===== src/rtl/exc_pipe.sv =====
// Exception-tracking pipeline: per-stage exception records shift toward the commit stage,
// where the synchronous exception or a pending interrupt is raised to the trap unit and the pipe is drained.
module exc_pipe #(
  parameter int unsigned XLEN  = 64,
  parameter int unsigned NSTG  = 5,
  parameter int unsigned CW    = 6,
  parameter int unsigned IRQ_W = 16
) (
  input  logic                   clk,
  input  logic                   rst_n,
  input  logic [NSTG-1:0]        inj_valid,
  input  logic [NSTG*CW-1:0]     inj_cause,
  input  logic [NSTG*XLEN-1:0]   inj_val,
  input  logic [NSTG-1:0]        stall,
  input  logic [NSTG-1:0]        flush,
  input  logic                   commit_valid,
  input  logic [IRQ_W-1:0]       irq_pending,
  input  logic                   irq_enable,
  output logic                   trap_valid,
  output logic                   trap_irq,
  output logic [XLEN-1:0]        trap_cause,
  output logic [XLEN-1:0]        trap_val,
  input  logic                   trap_ack,
  output logic                   busy
);

  localparam int unsigned IW   = (IRQ_W > 1) ? $clog2(IRQ_W) : 1;
  localparam int unsigned LAST = NSTG - 1;

  typedef enum logic [1:0] {S_IDLE, S_TRAP, S_DRAIN} state_e;

  state_e              state_q, state_d;
  logic [NSTG-1:0]     v_q, v_d;
  logic [CW-1:0]       c_q [NSTG];
  logic [CW-1:0]       c_d [NSTG];
  logic [XLEN-1:0]     t_q [NSTG];
  logic [XLEN-1:0]     t_d [NSTG];

  logic                trap_valid_q, trap_valid_d;
  logic                trap_irq_q, trap_irq_d;
  logic [XLEN-1:0]     trap_cause_q, trap_cause_d;
  logic [XLEN-1:0]     trap_val_q, trap_val_d;
  logic                busy_q, busy_d;

  logic [NSTG-1:0]     in_v;
  logic [CW-1:0]       in_c [NSTG];
  logic [XLEN-1:0]     in_t [NSTG];
  logic [NSTG-1:0]     inj_ok_c;
  logic [IW-1:0]       irq_idx_c;
  logic                irq_take_c;

  // Record entering each stage: empty for stage 0, otherwise the previous stage
  for (genvar g = 0; g < NSTG; g++) begin : g_in
    if (g == 0) begin : g_first
      assign in_v[g] = 1'b0;
      assign in_c[g] = '0;
      assign in_t[g] = '0;
    end else begin : g_rest
      assign in_v[g] = v_q[g-1];
      assign in_c[g] = c_q[g-1];
      assign in_t[g] = t_q[g-1];
    end
  end

  assign inj_ok_c   = inj_valid & {NSTG{state_q != S_TRAP}};
  assign irq_take_c = irq_enable & (|irq_pending);

  // Stage record update; the older record always beats a same-instruction injection
  always_comb begin
    v_d = v_q;
    c_d = c_q;
    t_d = t_q;
    for (int i = 0; i < NSTG; i++) begin
      if (flush[i] || (state_q == S_DRAIN)) begin
        v_d[i] = 1'b0;
      end else if (!stall[i]) begin
        v_d[i] = in_v[i] | inj_ok_c[i];
        c_d[i] = in_v[i] ? in_c[i] : inj_cause[i*CW +: CW];
        t_d[i] = in_v[i] ? in_t[i] : inj_val[i*XLEN +: XLEN];
      end else if (!v_q[i] && inj_ok_c[i]) begin
        v_d[i] = 1'b1;
        c_d[i] = inj_cause[i*CW +: CW];
        t_d[i] = inj_val[i*XLEN +: XLEN];
      end
    end
  end

  // Highest-numbered pending line wins
  always_comb begin
    irq_idx_c = '0;
    for (int k = 0; k < IRQ_W; k++) begin
      if (irq_pending[k]) irq_idx_c = IW'(k);
    end
  end

  // Trap FSM and registered trap outputs
  always_comb begin
    state_d      = state_q;
    trap_valid_d = trap_valid_q;
    trap_irq_d   = trap_irq_q;
    trap_cause_d = trap_cause_q;
    trap_val_d   = trap_val_q;
    unique case (state_q)
      S_IDLE: begin
        if (commit_valid && (v_q[LAST] || irq_take_c)) begin
          state_d      = S_TRAP;
          trap_valid_d = 1'b1;
          if (v_q[LAST]) begin
            trap_irq_d   = 1'b0;
            trap_cause_d = XLEN'(c_q[LAST]);
            trap_val_d   = t_q[LAST];
          end else begin
            trap_irq_d             = 1'b1;
            trap_cause_d           = XLEN'(irq_idx_c);
            trap_cause_d[XLEN-1]   = 1'b1;
            trap_val_d             = '0;
          end
        end
      end
      S_TRAP: begin
        if (trap_ack) begin
          state_d      = S_DRAIN;
          trap_valid_d = 1'b0;
        end
      end
      S_DRAIN: begin
        state_d = S_IDLE;
      end
      default: begin
        state_d = S_IDLE;
      end
    endcase
    busy_d = (state_d != S_IDLE);
  end

  always_ff @(posedge clk or negedge rst_n) begin
    if (!rst_n) begin
      state_q      <= S_IDLE;
      v_q          <= '0;
      for (int i = 0; i < NSTG; i++) begin
        c_q[i] <= '0;
        t_q[i] <= '0;
      end
      trap_valid_q <= 1'b0;
      trap_irq_q   <= 1'b0;
      trap_cause_q <= '0;
      trap_val_q   <= '0;
      busy_q       <= 1'b0;
    end else begin
      state_q      <= state_d;
      v_q          <= v_d;
      for (int i = 0; i < NSTG; i++) begin
        c_q[i] <= c_d[i];
        t_q[i] <= t_d[i];
      end
      trap_valid_q <= trap_valid_d;
      trap_irq_q   <= trap_irq_d;
      trap_cause_q <= trap_cause_d;
      trap_val_q   <= trap_val_d;
      busy_q       <= busy_d;
    end
  end

  assign trap_valid = trap_valid_q;
  assign trap_irq   = trap_irq_q;
  assign trap_cause = trap_cause_q;
  assign trap_val   = trap_val_q;
  assign busy       = busy_q;

endmodule


===== config.mk =====
export PLATFORM = sky130hd
export DESIGN_NAME = exc_pipe
export DESIGN_NICKNAME = d
export VERILOG_FILES = /design/src/rtl/exc_pipe.sv
export SDC_FILE = /design/constraint.sdc
export NUM_CORES = 1
export LEC_CHECK = 0
export CELL_PAD_IN_SITES_DETAIL_PLACEMENT = 0
export CELL_PAD_IN_SITES_GLOBAL_PLACEMENT = 1
export CORE_MARGIN = 5
export CORE_UTILIZATION = 40
export CTS_CLUSTER_DIAMETER = 200
export DETAILED_ROUTE_END_ITERATION = 10
export PLACE_DENSITY_LB_ADDON = 0.1
export SLEW_MARGIN = 20
export SYNTH_ARGS = -nofsm -noshare
export SYNTH_HDL_FRONTEND = slang
export SYNTH_SLANG_ARGS = --single-unit
export TNS_END_PERCENT = 10

===== constraint.sdc =====
create_clock -name clk -period 2.7 [get_ports clk]
set_clock_uncertainty 0.1 [all_clocks]
set_input_delay 0.54 -clock clk [delete_from_list [all_inputs] [get_ports clk]]
set_output_delay 0.54 -clock clk [all_outputs]
set_load 0.01 [all_outputs]

==> images/layer_met1.png <==
Supply wires on this layer in grey.
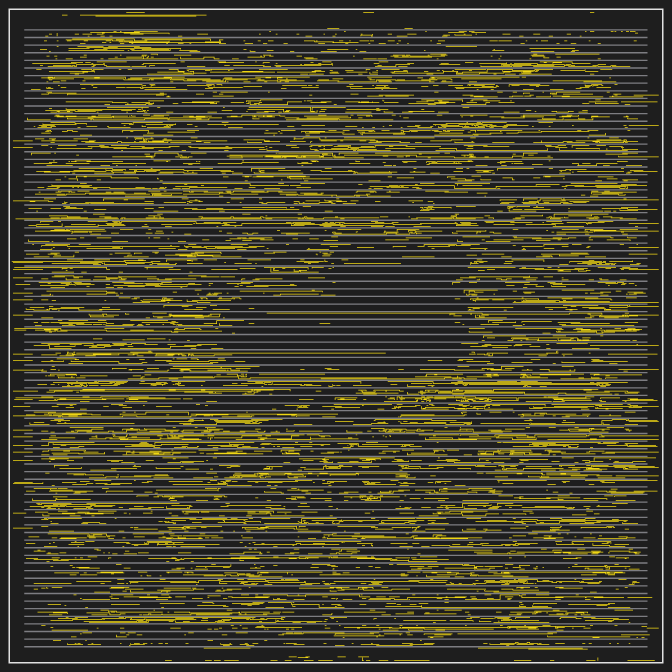
nets with wire on the layer: 1,993
longest straight run: 110 um
main direction: horizontal
share of all routed wire: 41%
total detailed-routing wirelength: 58,200 um
total via count after detailed routing: 12,700
GR Layer Usage met1: 27.0%

==> images/placement_by_type.png <==
Scale bar: 50 um. Fill, decap, tap and diode cells in grey.
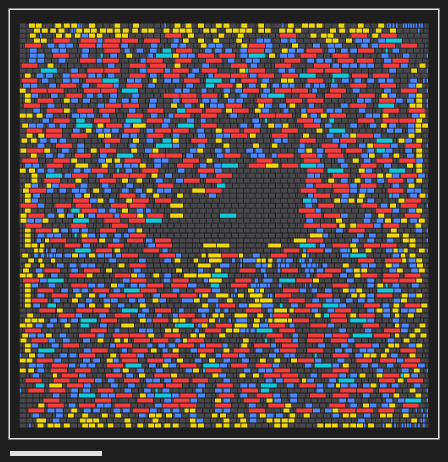
| colour | class | cells |
|---|---|---|
| cyan | clock drivers and dummy loads | 84 |
| yellow | remaining buffers and delay cells | 528 |
| blue | combinational and other logic | 832 |
| red | sequential cells | 430 |
placement row count: 81
fraction of the core area covered by cells at the end of the flow: 55.3%
Core Region: 0.0491 mm^2
post-route design area: 0.0271 mm^2

report_power, final:
group | total [uW] | switching [uW] | internal, uW
Clock | 6440 | 2630 | 3810
Sequential | 10200 | 1290 | 8910
Combinational | 6700 | 2550 | 4150
Total | 23300 | 6470 | 16900
stage by stage:
step	setup TNS, ps	utilization [%]	total power, uW	cell area (um^2)	std cells
4_1_cts	0	55.2	23600	27100	2538
5_1_grt	0	55.3	24600	27100	2542
6_report	0	55.3	23300	27100	2547
2_1_floorplan	0	-	13900	20100	1410
3_3_place_gp	-18920	52.1	16900	25500	2453
3_5_place_dp	-21010	52.1	17100	25600	2453
critical path, delay by kind of cell:
kind / cells / cell delay [ps]
buf+inv: 2 / 720
compound gates: 2 / 670
simple gates: 2 / 920
==> impl_metrics.toml <==
# flow metrics
[outcome]
outcome = "complete, no violations"

[final_layout]
comb_cells = 828
design.seq.count = 430
dominant-cell-class = "registers"
nonClockBufferCount = 528
seq_area_share_pct = 39.7
comb_area_share_pct = 31.3
diodes = 9
num-nets-final = 2227
area_of_combinational_cells_with_multiple_inputs_mm2 = 0.00848
layout.area.seq_mm2 = 0.0108

[yosys]
synthTopCellsByArea = "sky130_fd_sc_hd__dfrtp_1 (54%), sky130_fd_sc_hd__mux2_2 (36%), sky130_fd_sc_hd__a22o_1 (2.9%)"
netlist-cell-type-count = 41
yosys.stat.chipArea_mm2 = 0.0199
synthesis.area_per_instance_um2 = 14.7
ys_ff = 430
synth_stat.cells = 1354
post_synth_xor_area_fraction_pct = 0
post_synth_instance_area_mm2 = 0.0199
edf_count = 0
synth.mux.area_fraction_pct = 35.8

[cts]
cts-buffers-inserted = 49

[final_timing]
post-route-period-util_pct = 90.7
setup_repair_after_global_routing_missed_its_margin = "false"
hold_slack_ps = 363

[worst_setup_path]
required_time_at_the_endpoint_of_the_critical_path_ps = 3120
timing.critical_path.slowest_stage_cell = "sky130_fd_sc_hd__or4_1"
crit_path_start = "irq_pending[5]"
criticalPathCategory = "input pin to register"

[global_route]
met3_usage_pct = 7.24
grt_use_met2_pct = 34.1
grt_remaining_overflow = 0
first_global_vias = 13900

[routing]
post_drt_wl_per_cell_um = 22.8
route.top_layer_used = "met5"
postRouteAntennaNets = 0

[job]
drv_cap = 0
openroad.warnings = 26

[floorplan]
fp_util_pct = 40.5
Power and IR drop assume default switching activity.
